### Met4 routing

(4 px per micron) Supply wires on this layer in grey.
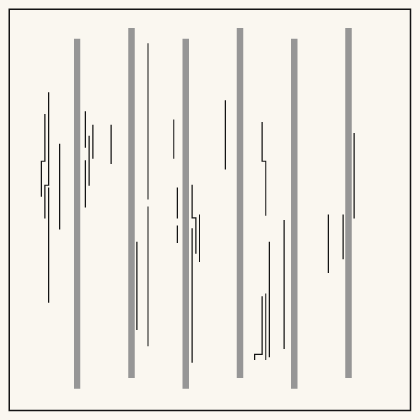
### Congestion heat map

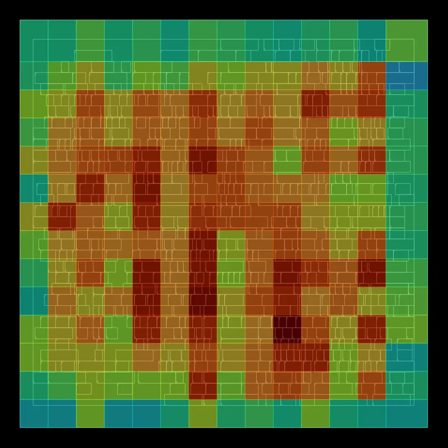
### Wiring heat map

(4 px per micron) The die is cut into 20 by 20 equal tiles; white is low, dark blue is high, scaled to the fullest tile. Values are wire area over tile area, all layers added.
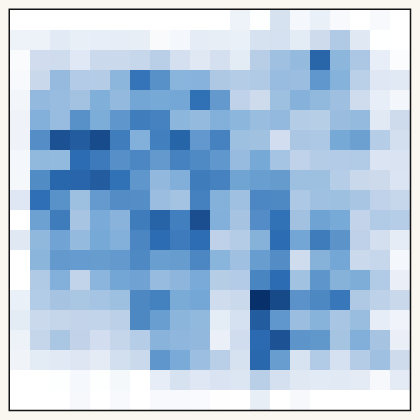
<file path="src/rtl/dt_pass_engine.sv">
`default_nettype none
// ============================================================================
//  Module   : dt_pass_engine
//  Purpose  : Raster-scan chamfer-1 pass unit for the distance-transform
//             datapath. One pass, forward or backward, is run over the
//             interior of an image held in an asynchronous-read RAM. Each
//             object pixel is rewritten in place with the chamfer minimum
//             of its four causal neighbours.
//  Ports    : clk        rising-edge clock
//             reset      asynchronous active-low reset
//             start      1-cycle launch pulse, honoured only when idle
//             mode       0 = forward, 1 = backward (sampled with start)
//             busy       pass in progress
//             done       1-cycle pulse at the end of a pass
//             mem_addr   RAM address (read or write)
//             mem_we     RAM write enable
//             mem_wdata  RAM write data
//             mem_rdata  RAM read data, combinational from mem_addr
//             obj_cnt    object pixels updated by the current/last pass
//  Revision : 1.0  initial release
// ============================================================================
module dt_pass_engine #(
    parameter int W_LOG2 = 7,
    parameter int H_LOG2 = 7,
    parameter int PIX_W  = 8
) (
    input  logic                       clk,
    input  logic                       reset,
    input  logic                       start,
    input  logic                       mode,
    output logic                       busy,
    output logic                       done,
    output logic [W_LOG2+H_LOG2-1:0]   mem_addr,
    output logic                       mem_we,
    output logic [PIX_W-1:0]           mem_wdata,
    input  logic [PIX_W-1:0]           mem_rdata,
    output logic [W_LOG2+H_LOG2-1:0]   obj_cnt
);

    localparam int c_ADDR_W = W_LOG2 + H_LOG2;
    localparam int c_W      = 1 << W_LOG2;
    localparam int c_H      = 1 << H_LOG2;

    // Images narrower or shorter than 3 pixels have no interior at all.
    localparam bit c_HAS_INTERIOR = (c_W >= 3) && (c_H >= 3);

    localparam logic [W_LOG2-1:0]   c_COL_LO   = W_LOG2'(1);
    localparam logic [W_LOG2-1:0]   c_COL_HI   = W_LOG2'(c_W - 2);
    localparam logic [H_LOG2-1:0]   c_ROW_LO   = H_LOG2'(1);
    localparam logic [H_LOG2-1:0]   c_ROW_HI   = H_LOG2'(c_H - 2);
    localparam logic [c_ADDR_W-1:0] c_ROW_STEP = c_ADDR_W'(c_W);
    localparam logic [c_ADDR_W-1:0] c_ONE      = c_ADDR_W'(1);
    localparam logic [PIX_W-1:0]    c_INF      = '1;

    typedef enum logic [2:0] {
        S_IDLE  = 3'd0,
        S_CHECK = 3'd1,
        S_LOAD  = 3'd2,
        S_WRITE = 3'd3,
        S_FIN   = 3'd4
    } state_t;

    state_t              r_state;
    logic                r_mode;
    logic [H_LOG2-1:0]   r_row;
    logic [W_LOG2-1:0]   r_col;
    logic [1:0]          r_k;
    logic [PIX_W-1:0]    r_centre;
    logic [PIX_W-1:0]    r_min;

    logic [c_ADDR_W-1:0] w_centre_addr;
    logic [H_LOG2-1:0]   w_next_row;
    logic [W_LOG2-1:0]   w_next_col;
    logic [c_ADDR_W-1:0] w_next_addr;
    logic                w_last;
    logic [1:0]          w_k_sel;
    logic [c_ADDR_W-1:0] w_nb_ofs;
    logic [c_ADDR_W-1:0] w_nb_addr;
    logic [PIX_W-1:0]    w_min4;
    logic [PIX_W-1:0]    w_m1;
    logic [PIX_W-1:0]    w_result;

    assign w_centre_addr = {r_row, r_col};
    assign w_next_addr   = {w_next_row, w_next_col};

    // The last pixel of a pass is the far corner of the interior in scan order.
    assign w_last = r_mode ? ((r_row == c_ROW_LO) && (r_col == c_COL_LO))
                           : ((r_row == c_ROW_HI) && (r_col == c_COL_HI));

    always_comb begin
        w_next_row = r_row;
        w_next_col = r_col;
        if (!r_mode) begin
            if (r_col == c_COL_HI) begin
                w_next_col = c_COL_LO;
                w_next_row = r_row + H_LOG2'(1);
            end else begin
                w_next_col = r_col + W_LOG2'(1);
            end
        end else begin
            if (r_col == c_COL_LO) begin
                w_next_col = c_COL_HI;
                w_next_row = r_row - H_LOG2'(1);
            end else begin
                w_next_col = r_col - W_LOG2'(1);
            end
        end
    end

    // Address of the neighbour to present next: k=0 from CHECK, k+1 from LOAD.
    // Both directions share offset magnitudes W+1, W, W-1, 1; forward
    // subtracts them (causal = above/left), backward adds them.
    assign w_k_sel = (r_state == S_LOAD) ? (r_k + 2'd1) : 2'd0;

    always_comb begin
        w_nb_ofs = c_ONE;
        case (w_k_sel)
            2'd0:    w_nb_ofs = c_ROW_STEP + c_ONE;
            2'd1:    w_nb_ofs = c_ROW_STEP;
            2'd2:    w_nb_ofs = c_ROW_STEP - c_ONE;
            default: w_nb_ofs = c_ONE;
        endcase
    end

    assign w_nb_addr = r_mode ? (w_centre_addr + w_nb_ofs)
                              : (w_centre_addr - w_nb_ofs);

    // Final neighbour arrives on mem_rdata in the last LOAD cycle and is
    // folded into the running minimum here rather than being registered first.
    assign w_min4   = (mem_rdata < r_min) ? mem_rdata : r_min;
    assign w_m1     = (w_min4 == c_INF) ? c_INF : (w_min4 + PIX_W'(1));
    assign w_result = (r_mode && (r_centre < w_m1)) ? r_centre : w_m1;

    always_ff @(posedge clk or negedge reset) begin
        if (!reset) begin
            r_state   <= S_IDLE;
            r_mode    <= 1'b0;
            r_row     <= '0;
            r_col     <= '0;
            r_k       <= '0;
            r_centre  <= '0;
            r_min     <= '0;
            busy      <= 1'b0;
            done      <= 1'b0;
            mem_addr  <= '0;
            mem_we    <= 1'b0;
            mem_wdata <= '0;
            obj_cnt   <= '0;
        end else begin
            done <= 1'b0;
            case (r_state)
                S_IDLE: begin
                    if (start) begin
                        r_mode  <= mode;
                        obj_cnt <= '0;
                        busy    <= 1'b1;
                        if (c_HAS_INTERIOR) begin
                            if (mode) begin
                                r_row    <= c_ROW_HI;
                                r_col    <= c_COL_HI;
                                mem_addr <= {c_ROW_HI, c_COL_HI};
                            end else begin
                                r_row    <= c_ROW_LO;
                                r_col    <= c_COL_LO;
                                mem_addr <= {c_ROW_LO, c_COL_LO};
                            end
                            r_state <= S_CHECK;
                        end else begin
                            mem_addr <= '0;
                            r_state  <= S_FIN;
                        end
                    end
                end

                S_CHECK: begin
                    r_centre <= mem_rdata;
                    if (mem_rdata == '0) begin
                        // Background pixel: one cycle, no write.
                        if (w_last) begin
                            mem_addr <= '0;
                            r_state  <= S_FIN;
                        end else begin
                            r_row    <= w_next_row;
                            r_col    <= w_next_col;
                            mem_addr <= w_next_addr;
                        end
                    end else begin
                        r_k      <= 2'd0;
                        mem_addr <= w_nb_addr;
                        r_state  <= S_LOAD;
                    end
                end

                S_LOAD: begin
                    r_min <= (r_k == 2'd0) ? mem_rdata : w_min4;
                    if (r_k == 2'd3) begin
                        mem_addr  <= w_centre_addr;
                        mem_we    <= 1'b1;
                        mem_wdata <= w_result;
                        r_state   <= S_WRITE;
                    end else begin
                        r_k      <= r_k + 2'd1;
                        mem_addr <= w_nb_addr;
                    end
                end

                S_WRITE: begin
                    mem_we  <= 1'b0;
                    obj_cnt <= obj_cnt + c_ONE;
                    if (w_last) begin
                        mem_addr <= '0;
                        r_state  <= S_FIN;
                    end else begin
                        r_row    <= w_next_row;
                        r_col    <= w_next_col;
                        mem_addr <= w_next_addr;
                        r_state  <= S_CHECK;
                    end
                end

                S_FIN: begin
                    done    <= 1'b1;
                    busy    <= 1'b0;
                    r_state <= S_IDLE;
                end

                default: r_state <= S_IDLE;
            endcase
        end
    end

endmodule
`default_nettype wire
</file>
<file path="config.mk">
export PLATFORM = sky130hd
export DESIGN_NAME = dt_pass_engine
export DESIGN_NICKNAME = d
export VERILOG_FILES = /design/src/rtl/dt_pass_engine.sv
export SDC_FILE = /design/constraint.sdc
export NUM_CORES = 1
export LEC_CHECK = 0
export CAP_MARGIN = 20
export CORE_MARGIN = 3
export CORE_UTILIZATION = 65
export CTS_BUF_LIST = sky130_fd_sc_hd__clkbuf_8
export DETAILED_ROUTE_END_ITERATION = 10
export PLACE_DENSITY = 0.95
export SYNTH_ARGS = -nofsm -noshare
export SYNTH_HDL_FRONTEND = slang
export SYNTH_SLANG_ARGS = --single-unit
</file>
<file path="constraint.sdc">
create_clock -name clk -period 10.9 [get_ports clk]
set_input_delay 1.635 -clock clk [delete_from_list [all_inputs] [get_ports clk]]
set_output_delay 1.635 -clock clk [all_outputs]
set_load 0.03 [all_outputs]
</file>
==> notes.md <==
The implementation run finished. Final count of hold timing violations landed at 0. Maximum root-to-sink buffer count landed at 2. Post-synth the commonest register cell is dfrtp_1.

Total number of yosys warnings landed at 0. Once the clock tree was built, the resizer swapped 0 gates to a different size. The clock buffers instantiated in the layout total 9. Leftover overflow at the end of global routing landed at 0. H-tree depth landed at 3. dfrtp_1 takes more of the synthesized area than any other cell. The multi-input combinational cells in the finished layout cover a total of between 3000 and 4000 sq um. Post-synthesis chip area from yosys landed at around 5700 sq um. Before any placement, the netlist area is recorded as 5730 sq um.

Half-perimeter wire length after placement landed at 11.1 mm. After detailed routing, the met3 layer carries about 1.1 mm of wire. After floorplanning, the core was divided into 33 placement rows. The final report lists a non-filler cell total of 795. Relative area change from synthesis to final layout landed at 11.8%. In this run, synthesis produced a sequential element count of 75.

After detailed routing, the wire length on met1 is 6.06 mm. The critical path in this run is classified as in2reg. Overall power consumption after layout is estimated at 2340 uW.

Final count of pins violating max slew landed at 0. The routed design uses 7.52 mm of met2 wire. The clock network takes up 2.91% of total cell area after layout.

The flow ran to the end, and the final reports show no timing, DRC or antenna violations. Total track usage landed at between 30% and 40%. TritonCTS built the clock tree. Of the total standard cell area in the layout, the sequential portion is 29.3%.

Non-clock buffers make up 8.00% of the layout cell area.
Back to the opening pictures, 'Met4 routing':
longest straight run	38.8 microns
wire length on this layer	514 microns

Back to the opening pictures, 'Congestion heat map':
global routing met1 resource utilization: 38.8%
global routing's busiest layer: met2
met2 capacity usage during global routing: 53.2%

Back to the opening pictures, 'Wiring heat map':
nearly empty tiles	9.2%
densest ninth of the die	centre
fullest tile	0.73
emptiest ninth of the die	lower left
mean over tiles	0.25

-- critical path, stage by stage --
cell and delay, ps:
clkdlybuf4s50_1 620, ha_1 290, a211oi_1 240, o21ai_0 160, a21oi_1 190, buf_4 240
mux2_2 370, ha_1 310, a21oi_1 180, o2111ai_1 190, nor2b_1 200, o211ai_1 300
a41o_1 360, a21oi_1 140
-- cells by family after synthesis --
kind of cell	after synthesis
compound gates	215
fa+ha+maj	45
buf+inv	64
xor+xnor	17
simple gates	208
mux	35
flops	75
-- power breakdown --
part,switching [uW],internal [uW]
Clock,125,88.4
Combinational,884,672
Sequential,176,397
Total,1180,1160
Power figures rest on the tool's default switching activity, not on a simulated workload.
